==> run_1/layer_met3.png <==
Scale bar: 20 um.
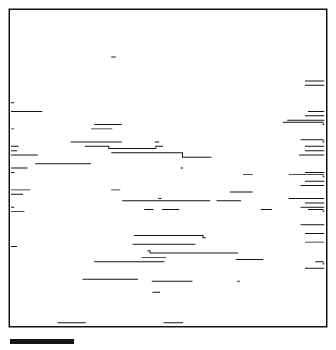
==> run_1/flops_by_reg.png <==
Other sequential cells in the stronger gray, the rest of the logic in the fainter gray.
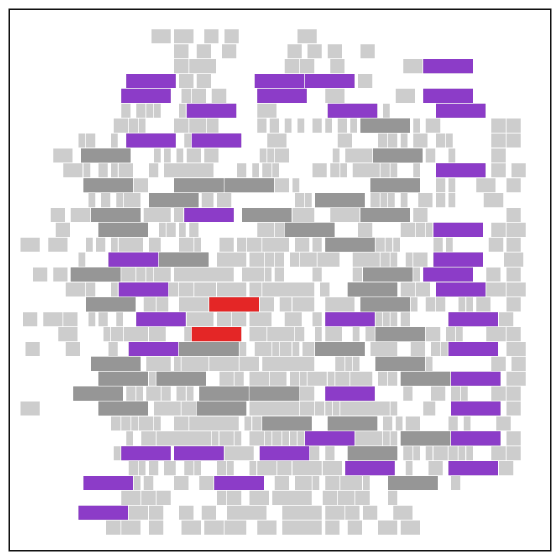
==> run_1/logic_types.png <==
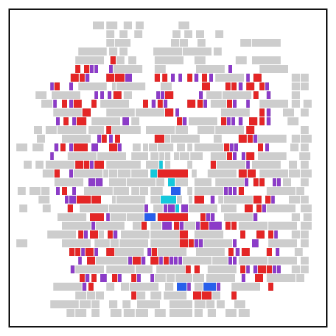
==> run_1/congestion.png <==
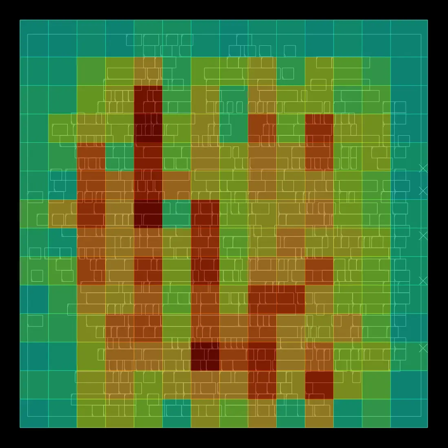
`config.mk`:
```
export PLATFORM = sky130hd
export DESIGN_NAME = mem_wb_stage_hs
export DESIGN_NICKNAME = d
export VERILOG_FILES = /design/src/rtl/mips_pipe_pkg.sv /design/src/rtl/pipe_skid_buf.sv /design/src/rtl/mem_wb_stage_hs.sv
export SDC_FILE = /design/constraint.sdc
export NUM_CORES = 1
export LEC_CHECK = 0
export CORE_MARGIN = 1.5
export CORE_UTILIZATION = 40
export CTS_CLUSTER_SIZE = 20
export DETAILED_ROUTE_END_ITERATION = 7
export GPL_TIMING_DRIVEN = 0
export PLACE_DENSITY = 0.77
export SYNTH_ARGS = -nofsm -noshare
export SYNTH_HDL_FRONTEND = slang
export SYNTH_SLANG_ARGS = --single-unit
export TNS_END_PERCENT = 5
```
`constraint.sdc`:
```
create_clock -name i_clk -period 1.4 [get_ports i_clk]
set_input_delay 0.21 -clock i_clk [delete_from_list [all_inputs] [get_ports i_clk]]
set_output_delay 0.21 -clock i_clk [all_outputs]
set_load 0.1 [all_outputs]
```
`src/rtl/mips_pipe_pkg.sv`:
```
// Shared definitions for the MIPS pipeline stage registers: default payload widths
// and the state encoding used by the two-entry skid buffer.
package mips_pipe_pkg;

  localparam int DATA_W_DEF = 32;
  localparam int RW_W_DEF   = 5;

  typedef enum logic [1:0] {
    SKID_EMPTY = 2'd0,
    SKID_ONE   = 2'd1,
    SKID_TWO   = 2'd2
  } skid_state_e;

endpackage

```
`src/rtl/pipe_skid_buf.sv`:
```
// Generic valid/ready handshake buffer on a packed payload with synchronous flush.
// SKID=0 is a single register with combinational ready; SKID=1 adds a skid entry and registers ready.
module pipe_skid_buf
  import mips_pipe_pkg::*;
#(
  parameter int WIDTH = 38,
  parameter bit SKID  = 1'b1
) (
  input  logic             i_clk,
  input  logic             i_rst_n,
  input  logic             i_valid,
  output logic             o_ready,
  input  logic [WIDTH-1:0] i_data,
  input  logic             i_flush,
  output logic             o_valid,
  input  logic             i_ready,
  output logic [WIDTH-1:0] o_data
);

  logic xfer_in;
  logic xfer_out;

  assign xfer_in  = i_valid & o_ready;
  assign xfer_out = o_valid & i_ready;

  generate
    if (SKID == 1'b0) begin : g_single
      logic             valid_q, valid_d;
      logic [WIDTH-1:0] main_q, main_d;

      always_comb begin
        valid_d = valid_q;
        main_d  = main_q;
        if (i_flush) begin
          valid_d = 1'b0;
          main_d  = '0;
        end else if (xfer_in) begin
          valid_d = 1'b1;
          main_d  = i_data;
        end else if (xfer_out) begin
          valid_d = 1'b0;
        end
      end

      always_ff @(posedge i_clk or negedge i_rst_n) begin
        if (!i_rst_n) begin
          valid_q <= 1'b0;
          main_q  <= '0;
        end else begin
          valid_q <= valid_d;
          main_q  <= main_d;
        end
      end

      assign o_ready = !valid_q | i_ready;
      assign o_valid = valid_q;
      assign o_data  = main_q;
    end else begin : g_skid
      skid_state_e      state_q, state_d;
      logic             ready_q;
      logic [WIDTH-1:0] main_q, main_d;
      logic [WIDTH-1:0] skid_q, skid_d;

      always_comb begin
        state_d = state_q;
        main_d  = main_q;
        skid_d  = skid_q;
        if (i_flush) begin
          state_d = SKID_EMPTY;
          main_d  = '0;
          skid_d  = '0;
        end else begin
          unique case (state_q)
            SKID_EMPTY: begin
              if (xfer_in) begin
                state_d = SKID_ONE;
                main_d  = i_data;
              end
            end
            SKID_ONE: begin
              if (xfer_in && xfer_out) begin
                main_d = i_data;
              end else if (xfer_in) begin
                state_d = SKID_TWO;
                skid_d  = i_data;
              end else if (xfer_out) begin
                state_d = SKID_EMPTY;
              end
            end
            SKID_TWO: begin
              // ready is low here, so only the drain side can move
              if (xfer_out) begin
                state_d = SKID_ONE;
                main_d  = skid_q;
                skid_d  = '0;
              end
            end
            default: state_d = SKID_EMPTY;
          endcase
        end
      end

      always_ff @(posedge i_clk or negedge i_rst_n) begin
        if (!i_rst_n) begin
          state_q <= SKID_EMPTY;
          ready_q <= 1'b1;
          main_q  <= '0;
          skid_q  <= '0;
        end else begin
          state_q <= state_d;
          ready_q <= (state_d != SKID_TWO);
          main_q  <= main_d;
          skid_q  <= skid_d;
        end
      end

      assign o_ready = ready_q;
      assign o_valid = (state_q != SKID_EMPTY);
      assign o_data  = main_q;
    end
  endgenerate

endmodule

```
`src/rtl/mem_wb_stage_hs.sv`:
```
// MEM->WB pipeline register with valid/ready handshake, stall, flush and optional skid entry.
// Carries {wb_en, rw, data} and derives the write strobe and forwarding tap from the held entry.
module mem_wb_stage_hs
  import mips_pipe_pkg::*;
#(
  parameter int DATA_W = DATA_W_DEF,
  parameter int RW_W   = RW_W_DEF,
  parameter bit SKID   = 1'b1
) (
  input  logic              i_clk,
  input  logic              i_rst_n,
  input  logic              i_valid,
  output logic              o_ready,
  input  logic [DATA_W-1:0] i_data,
  input  logic [RW_W-1:0]   i_Rw,
  input  logic              i_WB,
  input  logic              i_flush,
  output logic              o_valid,
  input  logic              i_ready,
  output logic [DATA_W-1:0] o_data,
  output logic [RW_W-1:0]   o_Rw,
  output logic              o_WB,
  output logic              o_fwd_hit
);

  localparam int PAY_W = DATA_W + RW_W + 1;

  logic [PAY_W-1:0] pay_in;
  logic [PAY_W-1:0] pay_out;
  logic             held_wb;

  assign pay_in = {i_WB, i_Rw, i_data};

  pipe_skid_buf #(
    .WIDTH (PAY_W),
    .SKID  (SKID)
  ) u_buf (
    .i_clk   (i_clk),
    .i_rst_n (i_rst_n),
    .i_valid (i_valid),
    .o_ready (o_ready),
    .i_data  (pay_in),
    .i_flush (i_flush),
    .o_valid (o_valid),
    .i_ready (i_ready),
    .o_data  (pay_out)
  );

  assign {held_wb, o_Rw, o_data} = pay_out;

  // register 0 is hard-wired, so a write to it must never forward
  assign o_WB      = held_wb & o_valid;
  assign o_fwd_hit = o_WB & (o_Rw != '0);

endmodule
```
==> summary.txt, run 1 <==
Physical design

In this run the full chip footprint comes out at 9730 um^2. In the log, the iteration count for the first detailed-route pass is 7. The flow ran to the end, but the final reports show violations. The overall power of the completed layout stands at 0.00627 W. The area recorded from the Yosys report for this design is 3660 um^2. By area the synthesized netlist is led by dfrtp_1 (53%), nand2_1 (12%), o21ai_1 (10%). Looking at the clock tree report, the root buffer type is clkbuf_8. After global routing the overflow that remains totals 0.

In the setup report, the worst path falls into the class reg -> out. Of the total synthesized cell area, the portion taken by full adders, half adders and majority gates is 0. The logs give a warning total of 29. For this run, the detailed router reports a per-instance via density of 5.07. The final count of hold timing violations stands at 0. Per the synth stats, the flop cell with the highest instance count is dfrtp_1. The post-synthesis mux area share stands at 0.

The clock tree has to reach 79 sinks. The biggest fanout along the worst timing path stands at 3. In this run, synthesis inferred 0 flip-flops with an integrated enable. The cell leakage power stands at 2.39 nW.

The final layout contains routed wiring with a total length of 9380 um. The final timing report derives a shortest allowable period of 1.87 ns. The routed layout has 3110 vias.

The number of instances in the synthesized netlist stands at 392. Looking at area per cell type in the netlist, the leader is dfrtp_1. The checks that failed: design-rule violations, negative setup slack. The die width stands at 98.7 um. The ratio of cells with drive above 1 in the final layout stands at 0.325.

From synthesis to final layout, the design area changed by 41.6%. The final timing report lists a max-slew violation count of 0. The number of nets produced by synthesis stands at 435. The count of synthesis-stage warnings from yosys stands at 0. The final setup slack of the worst path stands at -0.475 ns. The arrival time at the worst endpoint stands at 1.66 ns.

Of the total synthesized cell area, the portion taken by AND, OR, NAND and NOR gates is 0.138. The flow reported a cell area power density of 1210 nW/um^2. The count of nets left with antenna violations once routing finished came out at 0. The number of clock buffers inserted by TritonCTS stands at 9. STA classifies the critical path startpoint as a flip-flop. The relative slew slack stands at 0.669. Clock-pin slew was measured on the worst setup and hold paths at 0.08 ns. Setup repair after global routing could not meet its margin everywhere. The number of global-route vias before repair is 3119. The tool flagged a number of max-cap violations equal to 0. The synthesized area per cell stands at 9.34 um^2.

The synthesis report gives the async set-or-reset register share as 1.00. The transition time at the pin with the least slew margin stands at 0.497 ns. The core utilization at floorplan stands at 0.416. Entering global routing, the biggest net connects 48 pins. The flow reports an fmax of 533 MHz. The unique cell type count in the Yosys netlist stands at 25.

For the worst-skew pair, the clock arrives at the later sink with an insertion delay of 0.34 ns. The critical path required time stands at 1.19 ns. The number of H-tree levels stands at 3. The number of placed I/O pins stands at 84.

The HPWL reported at the end of detailed placement stands at 6210 um. The instance count after placement with tap cells included stands at 584. The routability congestion estimate stands at 0.818. After synthesis, the design contains 392 cells according to Yosys. The first global-routing pass estimated 14700 um of wire.

STA classifies the critical path endpoint as an output pin. After synthesis the cells add up to 3660 um^2. The final report lists a non-filler cell total of 614. The number of nets in the layout stands at 544. According to the hold report, the worst path is of the in -> async type. Yosys instantiated no cell more often than nand2_1. The proportion of netlist area held by the largest area contributor stands at 0.533.

In this run, the synthesized area fraction spent on xor and xnor cells is recorded as 0.00239. The count of endpoints failing setup in the final report stands at 80. The count of state elements after synthesis stands at 79. The area of the core stands at 8810 um^2. By area, the combinational part of the netlist is dominated by AND-OR/OR-AND gates. The number of antenna violations at the first check in global routing stands at 1. The final setup TNS stands at -16.90 ns. The clock arrives with 0.00814 ns of skew. TritonRoute reported its final design rule violation total as 5. In this run, the synthesized area fraction spent on AND-OR/OR-AND gates is recorded as 0.197. The number of buffers between clock root and the deepest sink stands at 2.

After the first detailed-routing iteration, the DRC count stood at 150. The port buffer count stands at 83. Post-route period utilization is reported as 1.34. The worst IR drop on VDD stands at 0.532 mV. The placement row count stands at 34. The die height stands at 98.7 um.
## Picture notes: layer_met3.png
The layer carries 524 um of wire. 57 nets have wire on it. The longest straight run is 27.4 um. The layer holds 5.6% of the routed length.

## Picture notes: flops_by_reg.png
Key: red = u_buf.g_skid.state_q [placed flops 2]; purple = u_buf.o_data [placed flops 38, where widely spread]

## Picture notes: logic_types.png
Key: blue = AND and OR gates [cells 4, where south]; cyan = NOR gates [cells 5, most used nor2_1, where center]; purple = NAND gates [cells 118, most used nand2_1]; red = inverting AOI/OAI gates [cells 117, most used o21ai_1]

## Picture notes: congestion.png
drt wl/cell: 15.3 um
GRT Overall Usage: 0.191
share of the core filled with cells: 0.588
busiest layer in global routing: met2
global-route track usage on met1: 0.244

==> run 1: stage by stage <==
stage	area [um^2]	setup WS (ns)	utilization	hold WS [ns]
after floorplan	3680	-0.314	-	-0.0856
final	5180	-0.475	0.588	0.346
after CTS	4920	-0.477	0.558	0.345
after detailed placement	4680	-0.896	0.531	0.185
after global routing	5180	-0.513	0.588	0.370
after global placement	4650	-2.45	0.528	0.466
==> run 1: cells in the final DEF (no fill, tap or decap), types with 2 or more instances in the layout <==
cell type and count:
nand2_1 106, buf_4 82, dfrtp_1 78, o21ai_1 68, clkdlybuf4s50_1 40, a22oi_1 35, clkbuf_8 11, nand2_2 9
clkbuf_2 9, buf_6 7, buf_8 7, o21ai_2 6, buf_2 4, clkbuf_16 4, buf_12 4, a22oi_2 3
nor2_1 2, a221oi_4 2, clkbuf_4 2, clkbuf_1 2, o21ai_0 2
==> run 1: report_power, final <==
group	leakage, nW	internal (W)	total, W	switching (W)
clock	0.0985	0.000910	0.00169	0.000780
sequential	1.03	0.00249	0.00262	0.000130
combinational	1.27	0.000678	0.00197	0.00129
total	2.39	0.00407	0.00627	0.00220
==> run 1: per-layer routing <==
metal  vias up  part of all wire  track usage
met3        14             0.056       0.0255
met4         0             0.021       0.0868
met1      1497              0.41        0.244
li1       1510                 -            -
met2        89              0.51        0.325
met5         -                 0            0
==> run 1: path summary, 6_finish.rpt <==
check,cells after the start,slack [ns],end,from
max in group asynchronous,3,0.43,u_buf.o_ready$_DFF_PN1_,i_rst_n
min in group i_clk,3,0.45,u_buf.g_skid.skid_q[30]$_DFFE_PN0P_,i_data[30]
worst min register to register,2,0.48,u_buf.g_skid.skid_q[25]$_DFFE_PN0P_,u_buf.g_skid.skid_q[25]$_DFFE_PN0P_
worst max register to register,6,-0.27,u_buf.g_skid.skid_q[33]$_DFFE_PN0P_,u_buf.o_ready$_DFF_PN1_
worst min-delay path,2,0.35,u_buf.o_data[28]$_DFFE_PN0P_,i_rst_n
worst max-delay path,3,-0.47,o_fwd_hit,u_buf.o_data[35]$_DFFE_PN0P_
==> run 1: cell type report <==
cell class | count | area, um^2
Fill cell | 736 | 3620
Sequential cell | 79 | 1980
Multi-Input combinational cell | 247 | 1350
Timing Repair Buffer | 98 | 987
Buffer | 65 | 523
Clock buffer | 12 | 155
Tap cell | 108 | 135
Clock inverter | 3 | 42.5
Inverter | 1 | 3.75
Antenna cell | 1 | 2.50
==> run 1: repair_timing <==
| item | 4_1_cts | 5_1_grt |
|---|---|---|
| cloned | 0 | 5 |
| pin swaps | 22 | 8 |
| hold buffers | 1 | 0 |
| setup endpoints to repair | 117 | 82 |
| buffers inserted | 1 | 7 |
| hold endpoints to repair | 32 | 0 |
| resized | 152 | 37 |
==> run 1: worst max-delay path: stages (launching register included) <==
cell	delay, ns
dfrtp_1	0.42
or4_4	0.53
o21a_4	0.22
buf_12	0.16
==> run 1: registers in the layout (all words and copies together) (netlist names) <==
name	flops
u_buf.g_skid.skid_q	38
u_buf.o_data	38
u_buf.g_skid.state_q	2
u_buf.o_ready	1
==> run_1/layer_met2.png <==
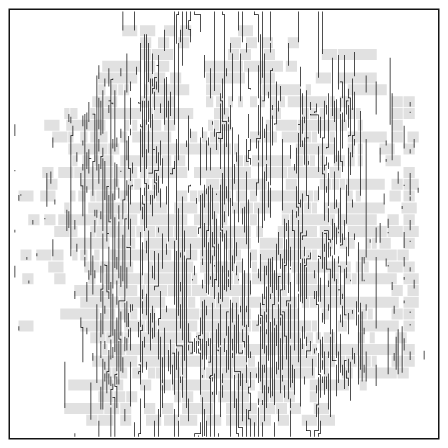

==> run 2: changes to the inputs <==
--- a/config.mk
+++ b/config.mk
@@ -6,4 +6,5 @@
 export NUM_CORES = 1
 export LEC_CHECK = 0
+export ABC_AREA = 1
 export CORE_MARGIN = 1.5
 export CORE_UTILIZATION = 40
@@ -11,5 +12,6 @@
 export DETAILED_ROUTE_END_ITERATION = 7
 export GPL_TIMING_DRIVEN = 0
-export PLACE_DENSITY = 0.77
+export PLACE_DENSITY = 0.75
+export SETUP_SLACK_MARGIN = 0.15
 export SYNTH_ARGS = -nofsm -noshare
 export SYNTH_HDL_FRONTEND = slang
==> constraint.sdc (replaced) <==
create_clock -name i_clk -period 1.4 [get_ports i_clk]
set_input_delay 0.21 -clock i_clk [delete_from_list [all_inputs] [get_ports i_clk]]
set_output_delay 0.21 -clock i_clk [all_outputs]
set_load 0.005 [all_outputs]
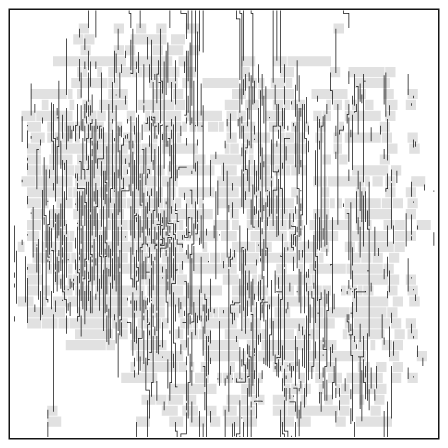
(run_2/layer_met2.png)
The wires run mostly vertical. The layer holds 50% of the routed length. The layer carries 5910 um of wire. The longest straight run is 46.2 um.

==> summary.txt, run 2 <==
Physical design

The post-route clock period utilization was 1.10 (was 1.34). The shortest period the worst path allows stands at 1.54 ns (was 1.87 ns). The cell leakage power came to 3.24 nW (was 2.39 nW). The post-detailed-route count of antenna-violating nets stands at 0 (unchanged). The wire length of the first global-routing pass is 19200 um (was 14700 um). The cell accounting for the most synthesized area was dfrtp_1 (unchanged). The iteration-0 DRC count of the detailed router was 216 (was 150). The tightest hold margin was 0.284 ns (was 0.346 ns). Top cells by area: dfrtp_1 (45%), nand2_1 (18%), nand3_1 (9.2%) (was dfrtp_1 (53%), nand2_1 (12%), o21ai_1 (10%)). The post-synthesis share of cell area spent on xor and xnor gates stands at 0 (was 0.00239).

The pin count of the biggest net entering global routing stands at 59 (was 48). The arrival time at the worst endpoint is 1.79 ns (was 1.66 ns). The die height stands at 107 um (was 98.7 um).

The number of buffers between clock root and the deepest sink was 2 (unchanged). The global-route usage over all layers stands at 0.215 (was 0.191). The transition time at the pin with the least slew margin was 0.491 ns (was 0.497 ns). The final count of hold timing violations stands at 0 (unchanged).

The detailed-route DRC error count stands at 0 (was 5). The final wirelength is 11900 um (was 9380 um). Most used cells in the layout excluding fill and tap cells: nand2_1 (167), buf_4 (101), nand3_1 (76), dfrtp_1 (76), clkdlybuf4s50_1 (40) (was nand2_1 (106), buf_4 (82), dfrtp_1 (78), o21ai_1 (68), clkdlybuf4s50_1 (40)). The critical path required time was 1.66 ns (was 1.19 ns). The number of optimization iterations in the first detailed-route pass is 5 (was 7). The critical register-to-register path startpoint is u_buf.g_skid.state_q[1]$_DFF_PN0_ (was u_buf.o_ready$_DFF_PN1_).

The worst IR drop on VDD was 0.426 mV (was 0.532 mV). The most common library cell in the layout ignoring fill and taps is nand2_1 (unchanged). The number of placed I/O pins was 84 (unchanged).

The number of nets in the layout stands at 721 (was 544). The core utilization at floorplan stands at 0.414 (was 0.416). The largest family of logic cells by area is simple AND/OR/NAND/NOR gates (was AND-OR/OR-AND gates). The synthesized area per cell stands at 7.91 um^2 (was 9.34 um^2). The biggest fanout along the worst timing path was 8 (was 3). The cell area after layout stands at 6150 um^2 (was 5180 um^2).

The slack of the worst reg-to-reg path was -0.14 ns (was -0.27 ns). The timing-limited maximum frequency is 651 MHz (was 533 MHz). The remaining global-route overflow stands at 0 (unchanged).

The cell area after synthesis was 4290 um^2 (was 3660 um^2). The root buffer cell is clkbuf_8 (unchanged). The proportion of register bits with asynchronous set or reset after synthesis stands at 1.00 (unchanged). The post-synthesis simple-gate area fraction stands at 0.407 (was 0.138). The number of clock buffers inserted by TritonCTS stands at 9 (unchanged). The post-synthesis mux area share was 0 (unchanged). The kind of capture point of the worst setup path was a flip-flop (was output pin).

The number of maximum-capacitance constraint violations stands at 0 (unchanged). The number of clock sinks stands at 79 (unchanged). The power density normalized to cell area was 953 nW/um^2 (was 1210 nW/um^2). The worst hold path class is in -> async (unchanged). The overall power of the completed layout was 0.00585 W (was 0.00627 W). The ratio of cells with drive above 1 in the final layout stands at 0.337 (was 0.325). The count of endpoints failing setup in the final report stands at 73 (was 80). The count of state elements after synthesis stands at 79 (unchanged). The count of antenna diodes in the layout stands at 0 (was 1).

The arithmetic-cell share of the synthesized area counting full adders, half adders and majority gates came to 0 (unchanged). The placement row count is 37 (was 34). The number of global-route vias before repair is 4014 (was 3119). The number of instances in the synthesized netlist came to 543 (was 392). The port buffer count came to 83 (unchanged). The source of the critical timing path is u_buf.g_skid.state_q[1]$_DFF_PN0_ (was u_buf.o_data[35]$_DFFE_PN0P_). The number of nets produced by synthesis is 586 (was 435). The TritonCTS clock tree is built (unchanged). Violated checks: negative setup slack (was design-rule violations, negative setup slack). The area of the die stands at 11400 um^2 (was 9730 um^2). The final setup slack of the worst path came to -0.135 ns (was -0.475 ns). The final clock skew was 0.00964 ns (was 0.00814 ns). The number of H-tree levels stands at 3 (unchanged). Cell types with the highest counts after synthesis: nand2_1 (201), nand3_1 (79), dfrtp_1 (78) (was nand2_1 (116), dfrtp_1 (78), o21ai_1 (74)). The share of synthesized area occupied by flip-flops and latches was 0.461 (was 0.541). The predominant post-synthesis flop cell is dfrtp_1 (unchanged). The die width stands at 107 um (was 98.7 um). The complex-gate fraction of the synthesized area stands at 0.00291 (was 0.197). The area growth from synthesis to layout came to 43.2% (was 41.6%).

The post-placement worst setup slack is -0.547 ns (was -0.896 ns). The cell total in the yosys stat output stands at 543 (was 392). The count of synthesis-stage warnings from yosys came to 0 (unchanged).

The core utilization of the finished layout stands at 0.593 (was 0.588). The number of enable-type register cells in the synthesized netlist is 0 (unchanged). The routability congestion estimate was 0.844 (was 0.818). The instance area at placement stands at 5350 um^2 (was 4680 um^2). RSZ-0062 raised after global routing: yes (unchanged). The mean routed wirelength per cell stands at 14.5 um (was 15.3 um). The kind of start point of the critical path is a flip-flop (unchanged). The path type of the worst setup path is reg -> reg (was reg -> out). The relative slew slack stands at 0.672 (was 0.669). The proportion of netlist area held by the largest area contributor stands at 0.455 (was 0.533). The number of filler instances in the final layout stands at 922 (was 736). The tally of OpenROAD warnings stands at 29 (unchanged). The post-detailed-route via-to-cell ratio stands at 5.13 (was 5.07).

The routed via count came to 4203 (was 3110). The HPWL reported at the end of detailed placement is 7650 um (was 6210 um). The area reported by Yosys stat came to 4290 um^2 (was 3660 um^2).

The clock-pin slew on the worst setup and hold paths stands at 0.08 ns (about the same). The source-to-sink clock delay at the later pin of the worst-skew pair came to 0.36 ns (was 0.34 ns). The area of the core was 10400 um^2 (was 8810 um^2).

The number of slew-limit violations in the final report stands at 0 (unchanged). The unique cell type count in the Yosys netlist is 20 (was 25). The post-synthesis cell type with the largest instance count is nand2_1 (unchanged). Result of the run: complete, but fails checks (unchanged). The number of antenna violations at the first check in global routing stands at 0 (was 1).
-- run 2: path summary, 6_finish.rpt --
kind	depth (start not counted)	to
max	9	u_buf.o_data[17]$_DFFE_PN0P_
min	2	u_buf.g_skid.skid_q[5]$_DFFE_PN0P_
max reg2reg	9	u_buf.o_data[17]$_DFFE_PN0P_
min reg2reg	2	u_buf.g_skid.skid_q[29]$_DFFE_PN0P_
max in group asynchronous	3	u_buf.o_data[24]$_DFFE_PN0P_
min in group i_clk	2	u_buf.g_skid.state_q[0]$_DFF_PN0_
-- run 2: kinds of logic after synthesis --
| kind of cell | after synthesis |
|---|---|
| AND/OR/NAND/NOR | 370 |
| buffers and inverters | 92 |
| flip-flops | 79 |
| AND-OR/OR-AND | 2 |
-- run 2: critical path, stage by stage, from the launching register on --
cell       delay (ns)
dfrtp_2          0.45
buf_6            0.16
nand2_4          0.09
nor2_4           0.05
nor2_4           0.15
nand3_4          0.11
buf_12           0.16
clkbuf_16        0.15
nand2_1          0.06
nand2_1          0.05
-- run 2: cell type report --
cell class	count	area, um^2	share of cell area
Clock inverter	4	45.0	0.00733
Clock buffer	12	145	0.0236
Inverter	11	48.8	0.00794
Tap cell	136	170	0.0277
Timing Repair Buffer	124	1140	0.185
Buffer	81	681	0.111
Sequential cell	79	1980	0.322
Multi-Input combinational cell	372	1940	0.315
-- run 2: where the power goes --
part           leakage, nW  total (W)  internal [W]  switching [W]
registers             1.02    0.00264       0.00250       0.000137
clock network        0.100    0.00171      0.000865       0.000840
logic                 2.11    0.00151      0.000842       0.000665
-- run 2: timing repair --
action | 4_1_cts | 5_1_grt
gates cloned | 1 | 1
setup buffers | 34 | 3
setup endpoints to repair | 117 | 90
resized | 164 | 50
hold buffers | 1 | 0
endpoints found under the hold margin | 20 | 0
pin swaps | 16 | 11
-- run 2: stage by stage --
step	cells	TNS (ns)
after detailed placement	763	-31.86
final	819	-5.37
after floorplan	543	0
after CTS	815	-2.34
after global placement	762	-238.61
after global routing	819	-10.17
-- run 2: per-layer routing --
| metal | GRT usage | share of wire | vias up | wire length, um |
|---|---|---|---|---|
| met1 | 0.281 | 0.42 | 1994 | 4990 |
| met2 | 0.359 | 0.50 | 136 | 5910 |
| li1 | - | - | 2038 | - |
| met3 | 0.0274 | 0.052 | 35 | 614 |
| met4 | 0.0914 | 0.029 | 0 | 339 |
| met5 | 0 | 0 | - | 0 |
==> run_2/logic_types.png <==
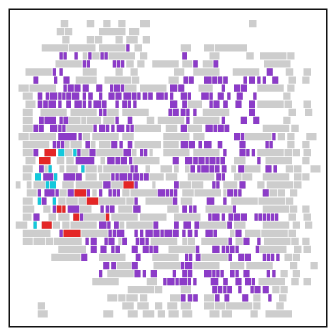

==> run 3: changes to the inputs <==
- RECOVER_POWER: default -> 100
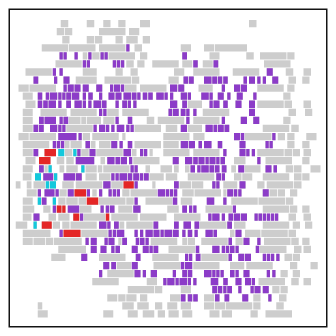
(run_3/logic_types.png)
Key: red = NOR gates [cells 11, most used nor2_4]; purple = NAND gates [cells 359, most used nand2_1]; cyan = inverters [cells 11, where west]

==> summary.txt, run 3 <==
Physical design

The post-route clock period utilization stands at 1.10 (about the same). The number of nets produced by synthesis was 586 (unchanged). Result of the run: complete, but fails checks (unchanged). The number of optimization iterations in the first detailed-route pass stands at 5 (unchanged). The capturing point of the worst reg2reg path was u_buf.o_data[17]$_DFFE_PN0P_ (unchanged).

The clock-pin slew on the worst setup and hold paths is 0.08 ns (about the same). The relative slew slack is 0.622 (was 0.672). The final count of hold timing violations stands at 0 (unchanged). The number of H-tree levels came to 3 (unchanged). RSZ-0062 raised after global routing: yes (unchanged). The predominant post-synthesis flop cell is dfrtp_1 (unchanged). The worst IR drop on VDD stands at 0.425 mV (was 0.426 mV). The number of enable-type register cells in the synthesized netlist came to 0 (unchanged). The worst hold path class is in -> reg (was in -> async). The proportion of netlist area held by the largest area contributor stands at 0.455 (unchanged).

The critical path required time stands at 1.66 ns (about the same). CP cell instances: buf_6, nand2_4, nor2_4, nor2_4, nand3_4, buf_12, clkbuf_16, nand2_1, nand2_1 (unchanged). The kind of capture point of the worst setup path is a flip-flop (unchanged).

The HPWL reported at the end of detailed placement is 7650 um (unchanged). The synthesized area per cell stands at 7.91 um^2 (unchanged). The final wirelength stands at 11800 um (was 11900 um). The source-to-sink clock delay at the later pin of the worst-skew pair is 0.37 ns (was 0.36 ns).

The number of antenna violations at the first check in global routing was 0 (unchanged). The iteration-0 DRC count of the detailed router is 238 (was 216). The routed via count was 4255 (was 4203). The global-route usage over all layers stands at 0.215 (unchanged). The core utilization at floorplan was 0.414 (unchanged). The number of slew-limit violations in the final report stands at 0 (unchanged). Most used cells in the layout excluding fill and tap cells: nand2_1 (167), nand3_1 (76), dfrtp_1 (76), buf_4 (65), clkdlybuf4s50_1 (40) (was nand2_1 (167), buf_4 (101), nand3_1 (76), dfrtp_1 (76), clkdlybuf4s50_1 (40)).

The core utilization of the finished layout is 0.590 (was 0.593). The count of endpoints failing setup in the final report is 73 (unchanged). The post-synthesis cell type with the largest instance count was nand2_1 (unchanged). The die width stands at 107 um (unchanged).

The cell area after layout stands at 6120 um^2 (was 6150 um^2). The remaining global-route overflow stands at 0 (unchanged). The end point of the critical path is u_buf.o_data[17]$_DFFE_PN0P_ (unchanged). The wire length of the first global-routing pass is 19200 um (unchanged). The instance count after placement with tap cells included came to 763 (unchanged). The unique cell type count in the Yosys netlist stands at 20 (unchanged). The transition time at the pin with the least slew margin stands at 0.568 ns (was 0.491 ns). The biggest fanout along the worst timing path stands at 8 (unchanged). The arrival time at the worst endpoint came to 1.79 ns (about the same). The critical register-to-register path startpoint is u_buf.g_skid.state_q[1]$_DFF_PN0_ (unchanged). The port buffer count stands at 83 (unchanged). The cell total in the yosys stat output stands at 543 (unchanged).

Cell types with the highest counts after synthesis: nand2_1 (201), nand3_1 (79), dfrtp_1 (78) (unchanged). Violated checks: negative setup slack (unchanged). The slack of the worst reg-to-reg path stands at -0.13 ns (was -0.14 ns). The most common library cell in the layout ignoring fill and taps was nand2_1 (unchanged). The instance area at placement stands at 5350 um^2 (unchanged).

The count of cells along the worst register-to-register path stands at 9 (unchanged). The area of the die stands at 11400 um^2 (unchanged). The number of placed I/O pins was 84 (unchanged).

The final clock skew stands at 0.00866 ns (was 0.00964 ns). The kind of start point of the critical path is a flip-flop (unchanged). The count of antenna diodes in the layout came to 0 (unchanged).

The timing-limited maximum frequency was 652 MHz (was 651 MHz). The area of the core is 10400 um^2 (unchanged). The post-detailed-route via-to-cell ratio stands at 5.20 (was 5.13).

The cell leakage power stands at 3.21 nW (was 3.24 nW). The root buffer cell is clkbuf_8 (unchanged). The final setup slack of the worst path stands at -0.134 ns (was -0.135 ns). The proportion of register bits with asynchronous set or reset after synthesis stands at 1.00 (unchanged). The number of clock sinks came to 79 (unchanged). The die height stands at 107 um (unchanged). The routability congestion estimate stands at 0.844 (unchanged). The share of synthesized area occupied by flip-flops and latches came to 0.461 (unchanged). The number of instances in the synthesized netlist is 543 (unchanged). The peak per-stage delay on the critical path stands at 0.45 ns (about the same).

The cell accounting for the most synthesized area is dfrtp_1 (unchanged). The number of maximum-capacitance constraint violations stands at 0 (unchanged). The mean routed wirelength per cell stands at 14.4 um (was 14.5 um).

The number of buffers between clock root and the deepest sink stands at 2 (unchanged). The detailed-route DRC error count stands at 0 (unchanged). The tally of OpenROAD warnings came to 29 (unchanged).

The number of nets in the layout came to 721 (unchanged). The number of global-route vias before repair stands at 4014 (unchanged). The final setup TNS stands at -5.27 ns (was -5.37 ns). The cell area after synthesis is 4290 um^2 (unchanged). The power density normalized to cell area stands at 951 nW/um^2 (was 953 nW/um^2).

The pin count of the biggest net entering global routing stands at 59 (unchanged). The final cell count without fillers stands at 819 (unchanged). Top cells by area: dfrtp_1 (45%), nand2_1 (18%), nand3_1 (9.2%) (unchanged).
==> run 3: cell types whose count changed in the layout (fill, tap and decap cells not counted), sizes merged <==
| cell | change |
|---|---|
| buf | -39 |
| clkdlybuf4s15 | +1 |
| clkbuf | +38 |
==> run 3: layout make-up <==
| cell class | count | area (um^2) |
|---|---|---|
| Tap cell | 136 | 170 |
| Fill cell | 925 | 4250 |
| Clock buffer | 12 | 145 |
| Buffer | 81 | 679 |
| Timing Repair Buffer | 124 | 1110 |
| Multi-Input combinational cell | 372 | 1940 |
| Sequential cell | 79 | 1980 |
| Inverter | 11 | 48.8 |
| Clock inverter | 4 | 45.0 |
==> run 3: per-stage QoR <==
step | setup WS [ns] | hold WS, ns
after floorplan | 0.0549 | -0.0856
after global placement | -2.65 | 0.453
after detailed placement | -0.547 | 0.141
after CTS | -0.0708 | 0.298
after global routing | -0.186 | 0.351
final | -0.134 | 0.340
==> run 3: routing by layer <==
metal / vias to the layer above / wire, um / part of all wire / GRT usage
li1: 2037 / - / - / -
met2: 171 / 5890 / 0.50 / 0.359
met4: 0 / 336 / 0.029 / 0.0914
met1: 2016 / 4810 / 0.41 / 0.281
met5: - / 0 / 0 / 0
met3: 31 / 743 / 0.063 / 0.0274
==> run 3: worst max-delay path, delay by kind of cell, from the launching register on <==
family	cells	cell delay, ns
flip-flops	1	0.45
buffers and inverters	3	0.47
AND/OR/NAND/NOR	6	0.51
==> run 3: worst min-delay path by stage <==
stage	start	endpoint	depth (start not counted)
after floorplan	i_rst_n	u_buf.g_skid.skid_q[0]$_DFFE_PN0P_	0
after global placement	u_buf.g_skid.skid_q[31]$_DFFE_PN0P_	u_buf.g_skid.skid_q[31]$_DFFE_PN0P_	2
after detailed placement	i_rst_n	u_buf.o_data[37]$_DFFE_PN0P_	1
after CTS	i_rst_n	u_buf.g_skid.skid_q[7]$_DFFE_PN0P_	2
after global routing	i_flush	u_buf.g_skid.state_q[0]$_DFF_PN0_	2
final	i_flush	u_buf.g_skid.state_q[0]$_DFF_PN0_	2
==> run 3: what timing repair did <==
action | 4_1_cts | 5_1_grt
endpoints found under the hold margin | 20 | 0
buffers inserted | 34 | 3
resized | 164 | 50
pin swaps | 16 | 11
setup endpoints to repair | 117 | 90
cloned | 1 | 1
hold buffers | 1 | 0
==> run 3: kinds of logic (layout without fill, tap and decap cells) <==
family / count (synthesis) / count (layout) / share of synthesized area
DFF: 79 / 79 / 0.461
AOI/OAI and AO/OA: 2 / 2 / 0.00291
buffers and inverters: 92 / 232 / 0.129
and+or+nand+nor: 370 / 370 / 0.407
==> run 3: power by group <==
group | switching [W] | total (W) | leakage, nW | internal (W)
sequential | 0.000133 | 0.00264 | 1.02 | 0.00250
combinational | 0.000662 | 0.00148 | 2.09 | 0.000819
clock | 0.000837 | 0.00170 | 0.100 | 0.000865
total | 0.00163 | 0.00582 | 3.21 | 0.00419
Power is estimated from default activity; no workload was simulated.
